**src/rtl/control_cmd_watchdog.sv**
```systemverilog
// Command-stream watchdog: collects a fixed-length signature and, on a match, arms a cycle
// timer whose expiry requests a system reset. Optional macro: WATCHDOG_RESET_HOLD_EN.
module control_cmd_watchdog #(
  parameter int WATCHDOG_SIGNATURE_BITS = 32,
  parameter logic [WATCHDOG_SIGNATURE_BITS-1:0] WATCHDOG_SIGNATURE_PATTERN = 32'hDEADBEEF,
  parameter int WATCHDOG_CONTROL_TICKS = 192,
  parameter int _UNUSED = 0
) (
  input  logic       clk,
  input  logic       reset,
  input  logic [7:0] data_in,
  input  logic       enable,
  output logic       sys_reset,
  output logic       done
);

  localparam int W        = WATCHDOG_SIGNATURE_BITS;
  localparam int SIGBYTES = W / 8;
  localparam int CNT_W    = $clog2(SIGBYTES + 1);
  localparam int TIMER_W  = $clog2(WATCHDOG_CONTROL_TICKS + 1);
  localparam logic [CNT_W-1:0]   LAST_IDX   = CNT_W'(SIGBYTES - 1);
  localparam logic [TIMER_W-1:0] TIMER_LOAD = TIMER_W'(WATCHDOG_CONTROL_TICKS);
  localparam int unused_placeholder = _UNUSED;

  logic [CNT_W-1:0]   cnt_q, cnt_d;
  logic [W-1:0]       shift_q, shift_d;
  logic               armed_q, armed_d;
  logic [TIMER_W-1:0] timer_q, timer_d;
  logic               sys_reset_q, sys_reset_d;
  logic               done_q, done_d;

  logic [W-1:0] sig_word;
  logic         sig_last;
  logic         sig_match;

  // The word as it will look after this edge, so the final byte is part of the compare.
  assign sig_word  = (shift_q << 8) | W'(data_in);
  assign sig_last  = enable && (cnt_q == LAST_IDX);
  assign sig_match = sig_last && (sig_word == WATCHDOG_SIGNATURE_PATTERN);

  always_comb begin
    cnt_d   = cnt_q;
    shift_d = shift_q;
    done_d  = 1'b0;
    armed_d = armed_q;
    timer_d = timer_q;
`ifdef WATCHDOG_RESET_HOLD_EN
    sys_reset_d = sys_reset_q;
`else
    sys_reset_d = 1'b0;
`endif

    if (enable) begin
      shift_d = sig_word;
      cnt_d   = sig_last ? '0 : cnt_q + 1'b1;
      done_d  = sig_last;
    end

    if (armed_q) begin
      if (timer_q != '0) begin
        timer_d = timer_q - 1'b1;
      end else begin
        armed_d     = 1'b0;
        sys_reset_d = 1'b1;
      end
    end

    // A refresh landing on the expiry edge takes priority over the reset request.
    if (sig_match) begin
      armed_d     = 1'b1;
      timer_d     = TIMER_LOAD;
      sys_reset_d = 1'b0;
    end
  end

  always_ff @(posedge clk or negedge reset) begin
    if (!reset) begin
      cnt_q       <= '0;
      shift_q     <= '0;
      armed_q     <= 1'b0;
      timer_q     <= '0;
      sys_reset_q <= 1'b0;
      done_q      <= 1'b0;
    end else begin
      cnt_q       <= cnt_d;
      shift_q     <= shift_d;
      armed_q     <= armed_d;
      timer_q     <= timer_d;
      sys_reset_q <= sys_reset_d;
      done_q      <= done_d;
    end
  end

  assign sys_reset = sys_reset_q;
  assign done      = done_q;

endmodule

```
**config.mk**
```make
export PLATFORM = sky130hd
export DESIGN_NAME = control_cmd_watchdog
export DESIGN_NICKNAME = d
export VERILOG_FILES = /design/src/rtl/control_cmd_watchdog.sv
export SDC_FILE = /design/constraint.sdc
export NUM_CORES = 1
export LEC_CHECK = 0
export CAP_MARGIN = 20
export CORE_AREA = 5 5 89 66
export CTS_CLUSTER_SIZE = 12
export DETAILED_ROUTE_END_ITERATION = 8
export DIE_AREA = 0 0 94 71
export PLACE_DENSITY = 0.5
export SLEW_MARGIN = 30
export SYNTH_ARGS = -nofsm -noshare
export SYNTH_HDL_FRONTEND = slang
export SYNTH_SLANG_ARGS = --single-unit
```
**constraint.sdc**
```tcl
create_clock -name clk -period 1.9 [get_ports clk]
set_input_delay 0.475 -clock clk [delete_from_list [all_inputs] [get_ports clk]]
set_output_delay 0.475 -clock clk [all_outputs]
set_load 0.1 [all_outputs]
```
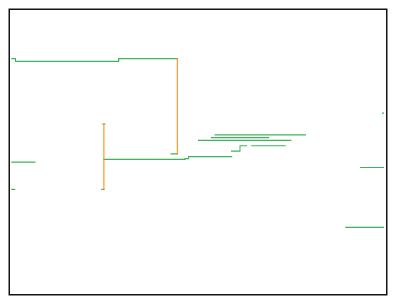
Fig. 1. Routed metal, one color a layer (run 1).
Drawn at 4 px/um. Two of the layers only.
metal 4: in orange, wire length 40.1 um. metal 3: in green, wire length 172 um.

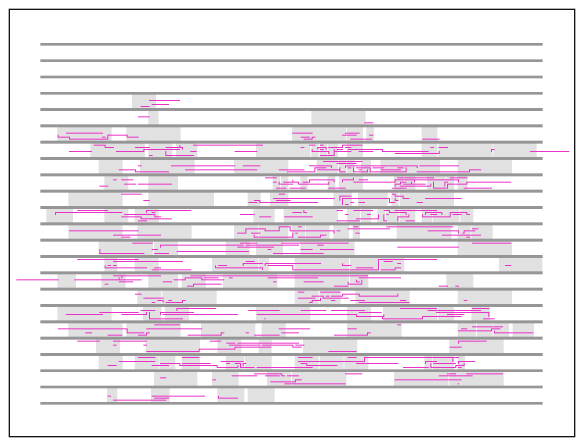
Fig. 2. The metal 1 layer (run 1).
Drawn at 6 px/um. Supply wires on this layer in gray.
The longest straight run is 29.4 um. The layer holds 49% of the routed length.

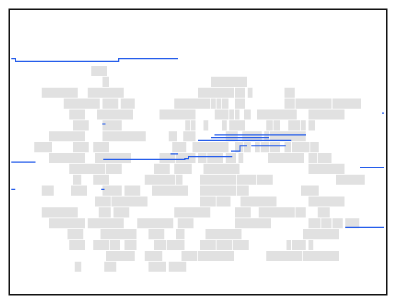
Fig. 3. Signal wires on met3 (run 1).
Drawn at 4 px/um.
11 nets have wire on it. The wires run mostly horizontal. The layer holds 5.8% of the routed length.

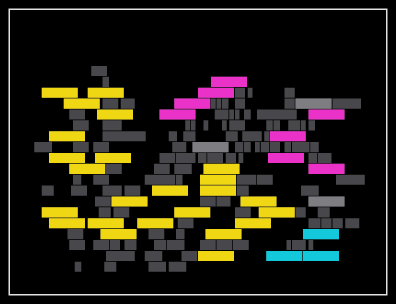
Fig. 4. Sequential cells colored by netlist name (run 1).
Drawn at 4 px/um. Other sequential cells in the stronger gray, the rest of the logic in the fainter gray.
timer_q: in magenta, sequential cells 8. cnt_q: in cyan, sequential cells 3. shift_q: in yellow, sequential cells 24.

==> results_slide.txt, run 1 <==
Run Summary

Clock network
  – H-tree depth: 2
  – Root Driver: clkbuf_8
  – Clk pin slew, worst setup/hold paths: 80 ps
  – TritonCTS sink count: 38
  – Cts bufs inserted: 5
  – CTS tree: yes
  – Clock insertion delay at the later pin of the skew report: 280 ps
  – Clock Path Buffers: 2

STA
  – Max-Slew Margin vs Limit: 71.3%
  – RSZ-0062 raised after global routing: false
  – # setup viols final: 0
  – Pins over their slew limit: 0
  – Hold slack: 123 ps

Yosys
  – Post-synthesis cell count: 122
  – Cell taking the most area after synthesis: dfrtp_1
  – Top_reg_cell synth: dfrtp_1
  – Cell variety after synth: 33
  – Syn_area_per_cell: 13.6 um^2
  – Async set or reset register ratio after synthesis: 100%
  – Synth Cell Area: 0.00166 mm^2
  – Synth top area cells: dfrtp_1 (57%), mux2_2 (16%), nor2_1 (2.0%), mux2i_1 (1.8%), a2111oi_4 (1.7%)
  – Flip-flops with a built-in enable: 0
  – Yosys chip area: 0.00166 mm^2
  – Dominant cell area share: 57.2%
  – Yosys cell count: 122

Worst setup path
  – CP arrival: 1990 ps
  – Worst setup path start: shift_q[21]$_DFFE_PN0P_
  – Crit end category: flip-flop
  – CP Depth: 5
  – Critical-path maximum fanout: 5
  – Worst r2r path cells: 5
  – Slowest cell on the critical path: or4_4
  – Reg-to-reg slack, setup: 80 ps
  – CP delay by family, top: simple AND/OR/NAND/NOR gates
  – Worst path bufs/invs: 1
  – CP required: 2080 ps
  – Worst r2r src: shift_q[21]$_DFFE_PN0P_
  – Critical Path Start Type: flip-flop

Layout
  – Most frequent cells in the layout: dfrtp_1 (38), mux2_2 (24), nor2_1 (9)
  – Final instance area: 0.00206 mm^2
  – Post-layout util: 41.2%
  – Antenna fix cells: 0
  – Area Overhead vs Synth: 24.0%
  – Most frequent logic cell in the layout: dfrtp_1
  – Non-Filler Instances: 218
  – Layout cells sized above 1: 32.2%
  – Nets: 158

Run status
  – Status: finished, final reports clean

Floorplanning
  – Core box area: 0.00501 mm^2
  – Die H: 71 um
  – I/O pins: 13
  – # rows: 22
  – Die W: 94 um

Global routing
  – Met3 GRT Util: 3.51%
  – Global routing usage on met1: 14.0%
  – Busiest grt layer: met2
  – Vias in the first global route: 1119
  – Met2 track utilization from global routing: 14.9%
  – Global-route wire length before repair: 5330 um

Route
  – Vias per Instance: 4.65
  – Total number of vias: 1013
  – Drt total wl: 2960 um
  – Drt pass-1 iters: 4
  – DRC violations left: 0

Pwr
  – VDD IR max: 0.534 mV
  – Power, Total: 1.92 mW
  – Power per standard cell area: 932 mW/mm^2

Placed design
  – Routability Congestion: 0.750
  – HPWL Detailed: 2090 um
  – Pre-CTS setup slack: -390 ps
  – Placed Area: 0.00193 mm^2

Flow run
  – Max cap viols: 0
  – Tool warnings: 26

Worst hold path
  – Hold Path Class: input port to asynchronous set/reset pin
[run 1: cells in the mapped netlist (all sizes together) (2+ instances only)]
cell type,n
nand4b,3
nor3,3
nand2b,2
mux2,24
ha,2
a21oi,3
dfrtp,38
xnor2,3
nor2b,2
nand4,3
a211oi,2
nor4,2
nor2,9
mux2i,3
inv,4
nand2,2
buf,3
[run 1: what timing repair did]
action,CTS,global route
pin swaps,2,3
endpoints found under the setup margin,10,5
gates resized,5,5
cloned,1,0
endpoints found under the hold margin,0,0
[run 1: registers in the layout, indices dropped and copies added, names as in the netlist]
name,count
shift_q,24
timer_q,8
sys_reset,1
cnt_q,3
armed_q,1
done,1
[run 1: logic make-up (layout without fill, tap and decap cells)]
family	Yosys count	count (layout)	share of synthesized area, %
DFF	38	38	57.2
muxes	27	27	18.1
adders and majority gates	2	2	1.50
buffers and inverters	7	31	1.65
and+or+nand+nor	37	37	15.6
AOI/OAI and AO/OA	8	8	4.44
xor gates and xnor gates	3	3	1.58
[run 1: routing by layer]
metal	share of wire, %	up-vias
li1	-	489
met1	49	494
met2	44	25
met3	5.8	5
met4	1.4	0
met5	0	-
[run 1: power breakdown]
group	total, mW	switching [mW]	internal, mW
Sequential	0.980	0.0677	0.912
Combinational	0.273	0.126	0.147
Clock	0.668	0.281	0.386
Total	1.92	0.475	1.45
[run 1: worst register-to-register path: cells and delay by family, from the launching register on]
| family | cells | cell delay [ps] |
|---|---|---|
| and+or+nand+nor | 4 | 1140 |
| DFF | 1 | 380 |
| buffers and inverters | 1 | 200 |
[run 1: layout make-up]
type,instances,area (um^2)
timing repair buffer,19,213
fill,502,2950
tap,72,90.1
clock buffer,5,68.8
clock inverter,3,40.0
sequential,38,951
inverter,4,15.0
multi-input combinational,77,684
==> run 2, diff against run 1 <==
- CELL_PAD_IN_SITES_DETAIL_PLACEMENT: unset -> 1
- CELL_PAD_IN_SITES_GLOBAL_PLACEMENT: unset -> 1
- PLACE_DENSITY: 0.5 -> 0.59
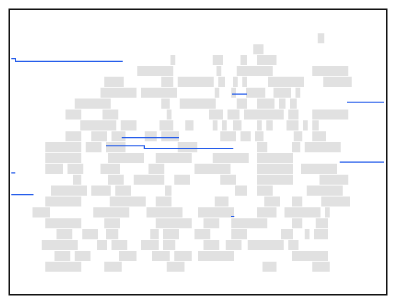
Fig. 5. Signal wires on met3 (run 2).
Drawn at 4 px/um.
6 nets have wire on it. The wires run mostly horizontal. The longest straight run is 26.7 um. The layer carries 104 um of wire.

==> results_slide.txt, run 2 <==
Run Summary

Floorplanning
  – Die H: 71 um (unchanged)
  – Core box area: 0.00501 mm^2 (unchanged)
  – Die W: 94 um (unchanged)

Placed design
  – Routability Congestion: 0.718 (-4.3%)
  – Pre-CTS setup slack: -367 ps (+22.6 ps)

Clock network
  – Cts bufs inserted: 5 (unchanged)
  – CTS tree: yes
  – Clk pin slew, worst setup/hold paths: 80 ps (about the same)
  – H-tree depth: 2 (unchanged)
  – Clock Path Buffers: 2 (unchanged)
  – Clock insertion delay at the later pin of the skew report: 290 ps (about the same)

Layout
  – Most frequent logic cell in the layout: dfrtp_1
  – Max FFs per register: 24 (unchanged)
  – Regs by FF count: shift_q: 24 flops, timer_q: 8 flops, cnt_q: 3 flops
  – Non-Filler Instances: 219 (+0.46%)
  – Antenna fix cells: 0 (unchanged)
  – Reg area: 951 um^2 (unchanged)
  – Most frequent cells in the layout: dfrtp_1 (38), mux2_2 (24), nor2_1 (8), clkbuf_8 (8), dlymetal6s2s_1 (8)
  – Post-layout util: 41.8% (+0.60 points)
  – Layout cells sized above 1: 34.7% (+2.5 points)
  – Nets: 159 (+0.63%)
  – Filler instances: 530 (+5.6%)
  – Area Overhead vs Synth: 25.8%
  – Final instance area: 0.00209 mm^2 (+1.5%)

Yosys
  – Async set or reset register ratio after synthesis: 100% (unchanged)
  – Cell taking the most area after synthesis: dfrtp_1
  – Top cells by count: dfrtp_1 (38), mux2_2 (24), nor2_1 (9), inv_1 (4)
  – Cell variety after synth: 33 (unchanged)
  – Synth Cell Area: 0.00166 mm^2 (unchanged)
  – Top_reg_cell synth: dfrtp_1
  – Post-synthesis cell count: 122 (unchanged)
  – Synth top area cells: dfrtp_1 (57%), mux2_2 (16%), nor2_1 (2.0%), mux2i_1 (1.8%), a2111oi_4 (1.7%)

Flow run
  – Max cap viols: 0 (unchanged)
  – Tool warnings: 27 (+3.8%)

STA
  – Hold slack: 132 ps (+8.83 ps)
  – RSZ-0062 raised after global routing: true
  – # setup viols final: 0 (unchanged)
  – Max-Slew Margin vs Limit: 69.0% (-2.3 points)

Pwr
  – Seq pwr: 0.983 mW (about the same)
  – Comb pwr share: 14.7% (+0.5 points)
  – NetSw: 0.476 mW (+0.18%)
  – VDD IR max: 0.462 mV (-14%)
  – Leading power group: registers
  – Internal power: 1.43 mW (-1.2%)
  – Power, Total: 1.90 mW (-0.87%)
  – Combinational power: 0.279 mW (+2%)
  – P_clk: 0.642 mW (-3.9%)
  – Clk pwr share: 33.7% (-1.1 points)
  – Switching share of power: 25.0% (+0.26 points)
  – Power per standard cell area: 910 mW/mm^2 (-2.3%)
  – Sequential Power Share: 51.6% (+0.6 points)

Global routing
  – Global-route wire length before repair: 5840 um (+9.7%)

Worst setup path
  – Worst r2r path cells: 5 (unchanged)
  – Worst r2r src: shift_q[21]$_DFFE_PN0P_
  – Crit end category: flip-flop
  – Worst path bufs/invs: 1 (unchanged)
  – CP arrival: 2030 ps (+40 ps)
  – CP delay by family, top: simple AND/OR/NAND/NOR gates
  – Slowest cell on the critical path: or4_4
  – Reg-to-reg slack, setup: 60 ps (-30 ps)
  – Critical-path maximum fanout: 5 (unchanged)
  – CP required: 2080 ps (about the same)

Route
  – Drt pass-1 iters: 4 (unchanged)
  – Drt total wl: 3360 um (+13%)
  – DRC violations left: 0 (unchanged)
  – Total number of vias: 1025 (+1.2%)

Run status
  – Status: finished, final reports clean

Worst hold path
  – Hold Path Class: input port to asynchronous set/reset pin
[run 2: cell counts after synthesis]
No cell type changed its count.
[run 2: cell type report]
| cell class | instances | share of cell area, % |
|---|---|---|
| multi-input combinational | 77 | 33.2 |
| timing repair buffer | 20 | 11.1 |
| clock buffer | 8 | 5.26 |
| tap | 72 | 4.31 |
| inverter | 4 | 0.718 |
| sequential | 38 | 45.5 |
[run 2: cells by family (layout without fill, tap and decap cells)]
group / count (synthesis) / in the layout / synth area share [%]
AOI/OAI and AO/OA: 8 / 8 / 4.44
xor gates and xnor gates: 3 / 3 / 1.58
adders and majority gates: 2 / 2 / 1.50
buffers and inverters: 7 / 32 / 1.65
DFF: 38 / 38 / 57.2
muxes: 27 / 27 / 18.1
and+or+nand+nor: 37 / 37 / 15.6
[run 2: how the worst max path moves through the flow]
stage | to | slack (ps) | start | depth (start not counted)
after global placement | sys_reset$_DFF_PN0_ | -350 | data_in[0] | 6
after floorplan | sys_reset$_DFF_PN0_ | 160 | data_in[0] | 4
after CTS | timer_q[4]$_DFFE_PN0P_ | 3 | data_in[0] | 6
final | timer_q[4]$_DFFE_PN0P_ | 60 | shift_q[21]$_DFFE_PN0P_ | 5
after global routing | timer_q[5]$_DFFE_PN0P_ | -40 | shift_q[21]$_DFFE_PN0P_ | 5
after detailed placement | sys_reset$_DFF_PN0_ | -370 | data_in[0] | 6
[run 2: routing by layer]
metal	up-vias	routed length (um)	global-route usage (%)
met3	5	103	3.61
met4	0	49	4.33
li1	488	-	-
met5	-	0	0
met1	523	1680	15.3
met2	9	1520	17.3
[run 2: timing repair]
item                                    in CTS  in global routing
cloned                                       1                  0
hold endpoints to repair                     0                  0
endpoints found under the setup margin      10                 10
buffers inserted                             0                  0
pin swaps                                    1                  4
gates resized                                2                 11
Power is estimated from default activity; no workload was simulated.
